### config.mk
export PLATFORM = sky130hd
export DESIGN_NAME = cpa_prefix_adder
export DESIGN_NICKNAME = d
export VERILOG_FILES = /design/src/rtl/prefix_pkg.sv /design/src/rtl/pg_level.sv /design/src/rtl/cpa_prefix_adder.sv
export SDC_FILE = /design/constraint.sdc
export NUM_CORES = 1
export LEC_CHECK = 0
export ABC_AREA = 1
export CAP_MARGIN = 10
export CORE_ASPECT_RATIO = 1.5
export CORE_MARGIN = 5
export CORE_UTILIZATION = 54
export CTS_BUF_LIST = sky130_fd_sc_hd__clkbuf_4
export DETAILED_ROUTE_END_ITERATION = 10
export GPL_ROUTABILITY_DRIVEN = 0
export PLACE_DENSITY = 0.81
export SYNTH_ARGS = -nofsm -noshare
export SYNTH_HDL_FRONTEND = slang
export SYNTH_HIERARCHICAL = 1
export SYNTH_SLANG_ARGS = --single-unit
### constraint.sdc
create_clock -name clk -period 2.35 [get_ports clk]
set_input_delay 0.47 -clock clk [delete_from_list [all_inputs] [get_ports clk]]
set_output_delay 0.47 -clock clk [all_outputs]
set_load 0.1 [all_outputs]
### src/rtl/prefix_pkg.sv
// prefix_pkg: shared generate/propagate type and prefix helpers for the carry-propagate adder
package prefix_pkg;

    typedef struct packed {
        logic g;
        logic p;
    } pg_t;

    function automatic int prefix_levels(input int width);
        return $clog2(width);
    endfunction

    // Merge a higher group with the adjacent lower group into one spanning group
    function automatic pg_t pg_combine(input pg_t hi, input pg_t lo);
        return '{g: hi.g | (hi.p & lo.g), p: hi.p & lo.p};
    endfunction

endpackage

### src/rtl/pg_level.sv
// pg_level: one Kogge-Stone prefix level at span DIST, optionally registered
module pg_level
    import prefix_pkg::*;
#(
    parameter int WIDTH = 16,
    parameter int DIST  = 1,
    parameter bit PIPE  = 1
) (
    input  logic              clk,
    input  logic              rst_n,
    input  logic              adv,
    input  logic              in_valid,
    input  pg_t  [WIDTH-1:0]  in_pg,
    input  logic [WIDTH-1:0]  in_raw,
    input  logic              in_cin,
    output logic              out_valid,
    output pg_t  [WIDTH-1:0]  out_pg,
    output logic [WIDTH-1:0]  out_raw,
    output logic              out_cin
);

    pg_t [WIDTH-1:0] nxt;

    // Bits below DIST already span down to bit 0 and pass through
    always_comb
        for (int i = 0; i < WIDTH; i++)
            nxt[i] = i >= DIST ? pg_combine(in_pg[i], in_pg[i >= DIST ? i - DIST : 0]) : in_pg[i];

    if (PIPE) begin : g_reg
        // Stage register; bubbles move along with real beats whenever the pipe advances
        always_ff @(posedge clk or negedge rst_n)
            if (!rst_n) begin
                out_valid <= 1'b0;
                out_pg    <= '0;
                out_raw   <= '0;
                out_cin   <= 1'b0;
            end else if (adv) begin
                out_valid <= in_valid;
                out_pg    <= nxt;
                out_raw   <= in_raw;
                out_cin   <= in_cin;
            end
    end else begin : g_comb
        assign out_valid = in_valid;
        assign out_pg    = nxt;
        assign out_raw   = in_raw;
        assign out_cin   = in_cin;
    end

endmodule

### src/rtl/cpa_prefix_adder.sv
// cpa_prefix_adder: Kogge-Stone final adder with valid/ready handshake and optional per-level pipelining
module cpa_prefix_adder
    import prefix_pkg::*;
#(
    parameter int WIDTH = 16,
    parameter bit PIPE  = 1
) (
    input  logic              clk,
    input  logic              rst_n,
    input  logic              in_valid,
    output logic              in_ready,
    input  logic [WIDTH-1:0]  a,
    input  logic [WIDTH-1:0]  b,
    input  logic              cin,
    output logic              out_valid,
    input  logic              out_ready,
    output logic [WIDTH-1:0]  sum,
    output logic              cout
);

    localparam int LEVELS = prefix_levels(WIDTH);

    logic              adv;
    logic [WIDTH-1:0]  raw;
    pg_t  [WIDTH-1:0]  pre_pg;
    logic              s0_valid;
    pg_t  [WIDTH-1:0]  s0_pg;
    logic [WIDTH-1:0]  s0_raw;
    logic              s0_cin;
    logic              st_valid [LEVELS+1];
    pg_t  [WIDTH-1:0]  st_pg    [LEVELS+1];
    logic [WIDTH-1:0]  st_raw   [LEVELS+1];
    logic              st_cin   [LEVELS+1];
    logic [WIDTH-1:0]  carry;

    // The whole pipe moves together; it only stalls when a finished result is waiting
    assign adv      = !out_valid | out_ready;
    assign in_ready = adv;

    // Per-bit generate/propagate, with carry-in folded into bit 0 as a generate
    always_comb begin
        raw = a ^ b;
        for (int i = 0; i < WIDTH; i++)
            pre_pg[i] = '{g: a[i] & b[i], p: raw[i]};
        pre_pg[0].g = pre_pg[0].g | (raw[0] & cin);
    end

    if (PIPE) begin : g_pre_reg
        // Precompute register; raw propagate and cin ride along for the final sum
        always_ff @(posedge clk or negedge rst_n)
            if (!rst_n) begin
                s0_valid <= 1'b0;
                s0_pg    <= '0;
                s0_raw   <= '0;
                s0_cin   <= 1'b0;
            end else if (adv) begin
                s0_valid <= in_valid;
                s0_pg    <= pre_pg;
                s0_raw   <= raw;
                s0_cin   <= cin;
            end
    end else begin : g_pre_comb
        assign s0_valid = in_valid;
        assign s0_pg    = pre_pg;
        assign s0_raw   = raw;
        assign s0_cin   = cin;
    end

    assign st_valid[0] = s0_valid;
    assign st_pg[0]    = s0_pg;
    assign st_raw[0]   = s0_raw;
    assign st_cin[0]   = s0_cin;

    for (genvar k = 0; k < LEVELS; k++) begin : g_level
        pg_level #(
            .WIDTH (WIDTH),
            .DIST  (1 << k),
            .PIPE  (PIPE)
        ) u_level (
            .clk       (clk),
            .rst_n     (rst_n),
            .adv       (adv),
            .in_valid  (st_valid[k]),
            .in_pg     (st_pg[k]),
            .in_raw    (st_raw[k]),
            .in_cin    (st_cin[k]),
            .out_valid (st_valid[k+1]),
            .out_pg    (st_pg[k+1]),
            .out_raw   (st_raw[k+1]),
            .out_cin   (st_cin[k+1])
        );
    end

    // Carry into bit i is the group generate of bits i-1..0, or cin for bit 0
    always_comb begin
        carry[0] = st_cin[LEVELS];
        for (int i = 1; i < WIDTH; i++)
            carry[i] = st_pg[LEVELS][i-1].g;
    end

    // Output register holds the result steady while the consumer stalls
    always_ff @(posedge clk or negedge rst_n)
        if (!rst_n) begin
            out_valid <= 1'b0;
            sum       <= '0;
            cout      <= 1'b0;
        end else if (adv) begin
            out_valid <= st_valid[LEVELS];
            sum       <= st_raw[LEVELS] ^ carry;
            cout      <= st_pg[LEVELS][WIDTH-1].g;
        end

endmodule

**Drive-strength map**

(2 px per µm)
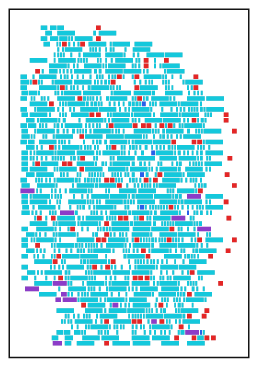
color	size	cells	share
blue	drive 2	6	0.48%
cyan	drive 1 or less	1133	90%
purple	drive 6 and up	14	1.1%
red	drive 3 to 4	102	8.1%

**I/O nets highlighted**

(2 px per µm)
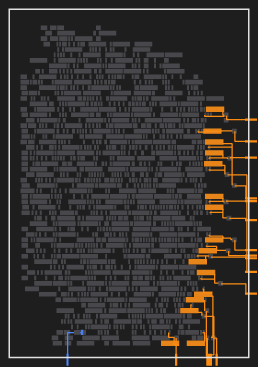
color	port	bits	direction	edge	end cells	buffers	wire
orange	sum	16	output	11 right, 5 bottom	16	16	485 µm
blue	in_valid	1	input	bottom	1	1	15.4 µm

==> impl_metrics.py <==
# Flow results
metrics = {
    "routing": {
        "wl_per_cell_um": 12.1,
        "drt_wl_total_um": 17700,
        "drc": 0,
        "vias": 7096,
        "dr.pass1.iters": 6,
        "drt_iter0_markers": 413,
        "viasPerCell": 4.83,
        "antenna_left": 0,
    },
    "grt": {
        "grt_antenna_before_repair": 1,
        "grt_max_degree": 73,
        "grt-ovfl-total": 0,
        "gr-usage-all-layers_pct": 17.9,
        "grt_pass1_vias": 6855,
        "grt_pass1_wl_um": 31600,
    },
    "cts": {
        "clk_path_buf_depth": 3,
        "cts_buffers": 50,
        "cts_tree": "built",
        "h-tree-depth": 2,
        "cts_hold_buf": 1,
        "clock_sinks": 222,
        "path_clk_slew_ns": 0.07,
        "clock-root-buffer": "clkbuf_4",
        "cts_resized": 0,
        "clock_latency_ns": 0.61,
        "postCtsSetupBuffers": 0,
    },
    "min_path": {
        "hold_class": "input port to asynchronous set/reset pin",
    },
    "flow_run": {
        "cap_violations": 0,
        "warning_count": 26,
    },
    "pwr": {
        "p_per_area_mw_per_mm2": 1300,
        "ir_drop_mv": 0.665,
        "p_leak_nw": 6.06,
    },
    "final_layout": {
        "drive_gt1_share_pct": 9.72,
        "nets": 1270,
        "syn2layout_area_growth_pct": 11.6,
        "utilization_pct": 61.6,
    },
    "floorplanning": {
        "die_w_um": 119,
        "fp-row-count": 59,
        "die_h_um": 173,
        "die_area_mm2": 0.0206,
        "fp.coreArea_mm2": 0.0174,
        "ioPinCount": 56,
        "fp_util_pct": 55.2,
    },
    "critical_path": {
        "required_ns": 1.88,
        "rr_worst_depth": 4,
        "end_kind": "output pin",
        "cp_max_fo": 27,
        "start_kind": "register",
        "critPathArrivalTime_ns": 1.57,
        "ff2ff_setup_slack_ns": 0.95,
        "cp-endpoint": "in_ready",
        "r2r_start": "out_valid$_DFFE_PN0P_",
        "critPathLaunch": "out_valid$_DFFE_PN0P_",
        "r2r-end": "g_level[2].u_level/out_pg[22]$_DFFE_PN0P_",
        "worstSetupPathType": "register to output pin",
    },
    "sta": {
        "tightest_slew_ns": 0.534,
        "min_period_ns": 2.04,
        "fmax_mhz": 490,
        "skew_ns": 0.0338,
        "tns_ns": 0,
        "rsz0062_at_grt": "false",
        "finalCritPeriodShare_pct": 86.8,
        "setup_viol": 0,
        "relSlewSlack_pct": 64.4,
        "hold_violations": 0,
        "final-max-slew-violation-count": 0,
    },
    "synthesis": {
        "syn_inst": 1151,
        "ys.warnings.count": 6,
        "fp_nets": 1204,
        "synthesis.area_mm2": 0.00962,
        "avgSynthCellArea_um2": 8.35,
    },
    "run_status": {
        "status": "finished, final reports clean",
    },
    "placed_design": {
        "hpwl_um": 11800,
        "port_buffers": 55,
    },
}
==> per-layer routing <==
metal | wire length, µm | part of all wire, % | track usage (%)
met5 | 0 | 0 | 0
met1 | 7520 | 42 | 22.8
met4 | 467 | 2.6 | 7.10
met3 | 643 | 3.6 | 2.64
met2 | 9080 | 51 | 30.9
==> cells in the final DEF, fill, tap and decap left out <==
cell type and n:
nand2_1 702, nand2_2 4, inv_2 2, ha_1 16, dfrtp_1 222, clkinv_1 11
nand3_1 76, diode_2 1, clkbuf_4 79, buf_4 23, buf_12 8, nand2_8 1
clkdlybuf4s50_1 35, inv_1 69, inv_6 4, or2_1 1, clkbuf_8 1, dlygate4sd3_1 1
==> how the worst min path moves through the flow <==
stage	start	to	slack (ns)
after floorplan	rst_n	cout$_DFFE_PN0P_	0.17
after global placement	g_level[3].u_level/out_valid$_DFFE_PN0P_	out_valid$_DFFE_PN0P_	0.45
after detailed placement	s0_cin$_DFFE_PN0P_	s0_cin$_DFFE_PN0P_	0.46
after CTS	in_valid	s0_valid$_DFFE_PN0P_	0.37
after global routing	in_valid	s0_valid$_DFFE_PN0P_	0.39
final	rst_n	g_level[2].u_level/out_valid$_DFFE_PN0P_	0.41
==> final cells by class <==
class	instances	area, µm²
timing repair buffer	68	707
sequential	222	5560
inverter	75	302
fill	1548	6690
tap	213	267
clock inverter	11	41.3
clock buffer	79	593
antenna	1	2.50
multi-input combinational	800	3270
==> worst max-delay path, cell delays in order (launching register included) <==
cell and delay (ns):
dfrtp_1 0.44, nand2_8 0.29, buf_12 0.22
==> per-stage QoR <==
| stage | power [mW] | worst slack [ns] | instances | cell area (µm²) | hold slack [ns] |
|---|---|---|---|---|---|
| 2_1_floorplan | 10.1 | 0.308 | 1151 | 9620 | 0.174 |
| 3_3_place_gp | 10.9 | 0.377 | 1377 | 10100 | 0.447 |
| 3_5_place_dp | 11.1 | 0.393 | 1377 | 10100 | 0.459 |
| 4_1_cts | 14.1 | 0.249 | 1468 | 10700 | 0.368 |
| 5_1_grt | 15.0 | 0.239 | 1469 | 10700 | 0.393 |
| 6_report | 13.9 | 0.311 | 1469 | 10700 | 0.414 |
==> report_power, final <==
group	internal, mW	switching [mW]	total [mW]
sequential	5.33	1.15	6.48
clock	1.52	1.38	2.90
combinational	1.36	3.17	4.53
total	8.21	5.70	13.9
==> sequential cells by signal, indices dropped and copies added (netlist names) <==
signal                     cells
s0_valid                       1
g_level.u_level/out_valid      4
s0_cin                         1
sum                           16
out_valid                      1
s0_pg                         17
g_level.u_level/out_raw       64
cout                           1
g_level.u_level/out_pg        98
s0_raw                        15
g_level.u_level/out_cin        4
Power and IR drop assume default switching activity.
